Design instr_byte_fetcher, sky130hd; sources not shown.
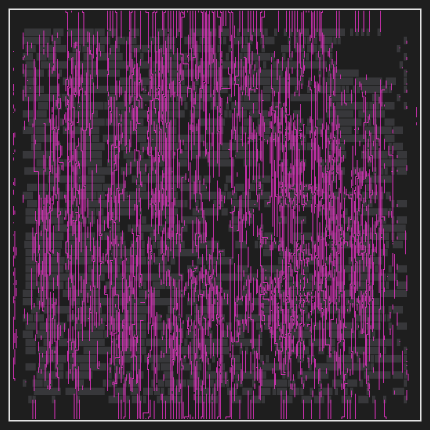
(images/layer_met2.png)
(3 px per um) Cells faint in the background.
wire length on this layer = 12,900 um
nets with wire on the layer = 1,038
met2 Use GR: 47.62%
via count: 7,856
Routed WL: 25.89 mm

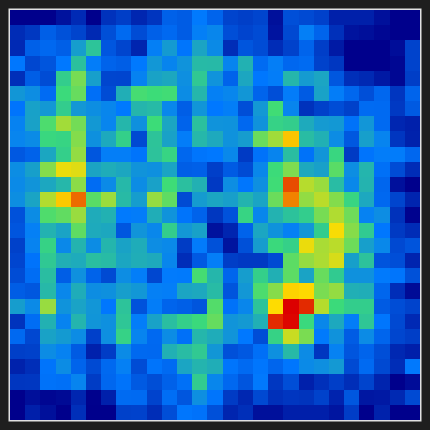
(images/metal_density.png)
(3 px per um) 27 x 27 tiles, from dark blue (low) to red (high), scaled to the fullest tile. Values are wire area over tile area, all layers added.
emptiest ninth of the die = top right
mean over tiles = 0.23
tiles over half the peak = 10%
total global routing track utilization: 28.71%
wire length per cell: 19.20 um

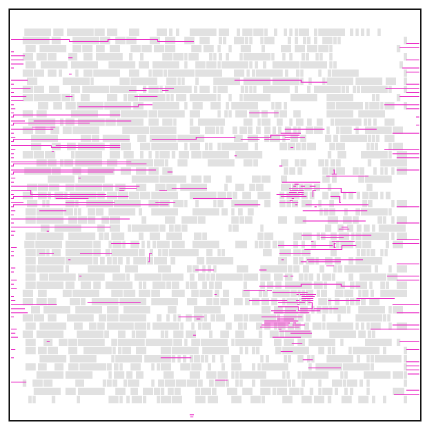
(images/layer_met3.png)
(3 px per um) Cells faint in the background.
nets with wire on the layer = 191
wire length on this layer = 1,950 um
longest straight run = 51.5 um
share of all routed wire = 7.5%
met3 usage in global routing: 6.544%

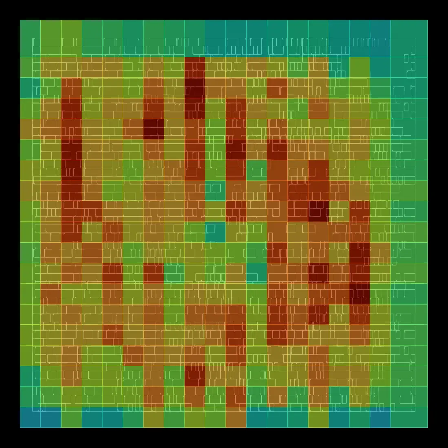
(images/congestion.png)
Finished Core Util: 68.61%
most used routing layer: met2
met1 layer usage reported by global route: 34.97%

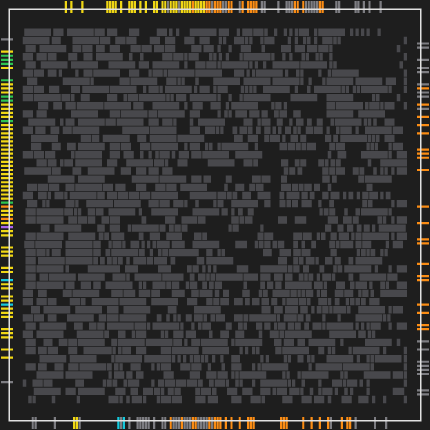
(images/io_placement.png)
(3 px per um) Pins as bars across the die edge, other pins in gray.
purple -> i_mem_ack  # pins 1, direction input, edge left
cyan -> o_instr_len  # pins 4, direction output, edge 2 left, 2 bottom
yellow -> o_instr  # pins 80, direction output, edge 50 left, 28 top, 2 bottom
green -> i_mem_rdata  # pins 8, direction input, edge left
orange -> i_pc  # pins 64, direction input, edge 24 bottom, 20 right, 18 top, 2 left
all pins by edge = 70 top, 65 left, 57 bottom, 37 right
Die W: 136.6 um
# port buffers: 174
DIE HEIGHT: 136.6 um

==> results.json <==
{
  "grt_pass1_wl_mm": 40.79,
  "drtAntennaViolNets": 0,
  "clk_pin_slew_ns": 0.07,
  "worst_hold_path.num_cells": 2,
  "final_hold_viol_count": 0,
  "yosys_area_mm2": 0.008770,
  "power_frac_comb_pct": 29.7,
  "drc": 0,
  "first_global_vias": 7796,
  "htreeDepth": 4,
  "yosysCellCount": 971,
  "ff2ff_path_depth": 12,
  "area_growth_pct": 25.64,
  "cts_tree": "built",
  "top_cell": "nand2_1",
  "io_pins": 229,
  "fin_nets": 1206,
  "p_switching_uw": 936.0,
  "critical_path_class": "flop to output pin",
  "drive_gt1_share_pct": 5.924,
  "p_int_uw": 1332,
  "cts_made_buffers": 17,
  "power.density_mw_per_mm2": 205.9,
  "dp_hpwl_mm": 18.36,
  "ff2ff_setup_slack_ns": 5.35,
  "cp-start-kind": "flop",
  "ys_types": 73,
  "outcome": "completed",
  "top_area_cell": "dfrtp_1",
  "yosysSeqAreaShare_pct": 44.81,
  "synth-edff-count": 0,
  "ctsHoldBuffers": 0,
  "dr.first_iter.drc_count": 625,
  "clockRootBuffer": "clkbuf_16",
  "syn_area_per_cell_um2": 9.032,
  "chipArea_mm2": 0.01867,
  "slew_headroom_pct": 27.12,
  "clk_latency_ns": 0.43,
  "syn_inst": 971,
  "clockBufferDepth": 2,
  "rsz0062_at_grt": "false",
  "syn_area_mm2": 0.008770,
  "logic_area_mm2": 0.004359,
  "ys_top_cells_by_count": "nand2_1, dfrtp_1, buf_4",
  "path_max_fanout": 32,
  "routed_via_density": 5.828,
  "required_ns": 8.43,
  "routabilityCongestion": 0.9724,
  "hp-class": "flop to flop",
  "overflow": 0,
  "regArea_mm2": 0.003930,
  "fillers": 1336,
  "drv_cap": 0,
  "fp_util_pct": 54.61,
  "antenna_found_initial": 1,
  "ir_drop_mv": 0.1722,
  "finalCritPeriodShare_pct": 72.32,
  "cts_resized": 0,
  "flop_cell": "dfrtp_1",
  "yosys_warnings": 0,
  "final_area_mm2": 0.01102,
  "post_cts_buffers": 0,
  "async_reset_ff_share_pct": 100.0,
  "largest_register_ffs": 80,
  "worst_pin_slew_ns": 1.085,
  "rows": 46,
  "worst_ep_arrival_time_ns": 5.50,
  "clkPwrFrac_pct": 27.1,
  "top_area_share_pct": 44.51,
  "p_leak_uw": 0.004668,
  "cts.sinks": 157,
  "placed_area_mm2": 0.01042,
  "tns_ns": 0,
  "tool_warnings": 30,
  "cp-end-kind": "output pin",
  "finalSetupViolCount": 0,
  "drv_slew": 0,
  "synthTopCellsByArea": "dfrtp_1, nand2_1, o2bb2ai_1",
  "fin_crit_ns": 7.665,
  "max_freq_ghz": 0.1305,
  "grt_max_degree": 94,
  "power_frac_seq_pct": 43.2,
  "ys_seq_elements": 157,
  "core-area_mm2": 0.01606,
  "dr.pass1.iters": 5,
  "p_sw_share_pct": 41.26
}
-- critical path, stage by stage (launching register included) --
cell and delay, ns:
dfrtp_1 0.55, ha_1 0.27, fa_1 0.24, a211oi_1 0.14
nor2_1 0.57, nand4_1 0.46, o31a_1 0.39, or3_1 0.37
nor4_1 0.26, and4_1 0.25, nand2_2 0.38, nor2_1 0.35
and2_1 0.16, clkdlybuf4s50_1 0.66
-- kinds of logic (layout without fill, tap and decap cells) --
kind of cell,Yosys count,after routing,share of synthesized area [%]
AND/OR/NAND/NOR,460,460,25.03
AND-OR/OR-AND,175,175,16.15
flip-flops,157,157,44.81
buffers and inverters,126,233,7.904
XOR/XNOR,24,24,2.397
multiplexers,17,17,2.012
adder cells (fa/ha/maj),11,11,1.655
other,1,55,0.04276
-- layer usage --
metal  wire length [um]  share of wire (%)
met1              10420                 40
met2              12940                 50
met3               1951                7.5
met4                575                2.2
met5                  0                  0
-- stage by stage --
stage | util (%) | cells | hold slack [ns] | total power [uW] | setup slack (ns)
detailed placement | 64.91 | 1315 | 0.4206 | 1648 | 3.469
finish | 68.61 | 1348 | 0.4359 | 2269 | 2.935
global route | 68.61 | 1348 | 0.4517 | 2402 | 2.543
global placement | 64.91 | 1315 | 0.4184 | 1641 | 3.631
CTS | 68.60 | 1347 | 0.4384 | 2269 | 2.970
floorplan | - | 1024 | 0.4023 | 1412 | 4.392
-- cell usage in the layout (no fill, tap or decap), drive strengths merged, types with 15 or more instances in the layout --
cell type,instances
nor3,21
xnor2,15
nand2,256
dfrtp,156
a32o,16
o21ai,24
nor2,32
inv,31
nor4,22
o2bb2ai,49
nand4,23
nand3,43
clkbuf,17
conb,54
clkdlybuf4s50,173
-- power by group through the flow --
stage | Combinational, uW | Clock (uW) | Sequential, uW
CTS | 674 | 623 | 972
finish | 674 | 614 | 981
global route | 750 | 648 | 1000
global placement | 661 | 0 | 981
detailed placement | 670 | 0 | 978
floorplan | 513 | 0 | 900
-- area by class of cell --
type | instances | area share [%]
multi-input cells | 741 | 39.56
flip-flops and latches | 157 | 35.67
clock buffers | 17 | 3.861
inverters | 22 | 0.7495
clock inverters | 15 | 1.522
well taps | 216 | 2.453
diodes | 1 | 0.02271
repair buffers | 179 | 16.16
Power is estimated from default activity; no workload was simulated.
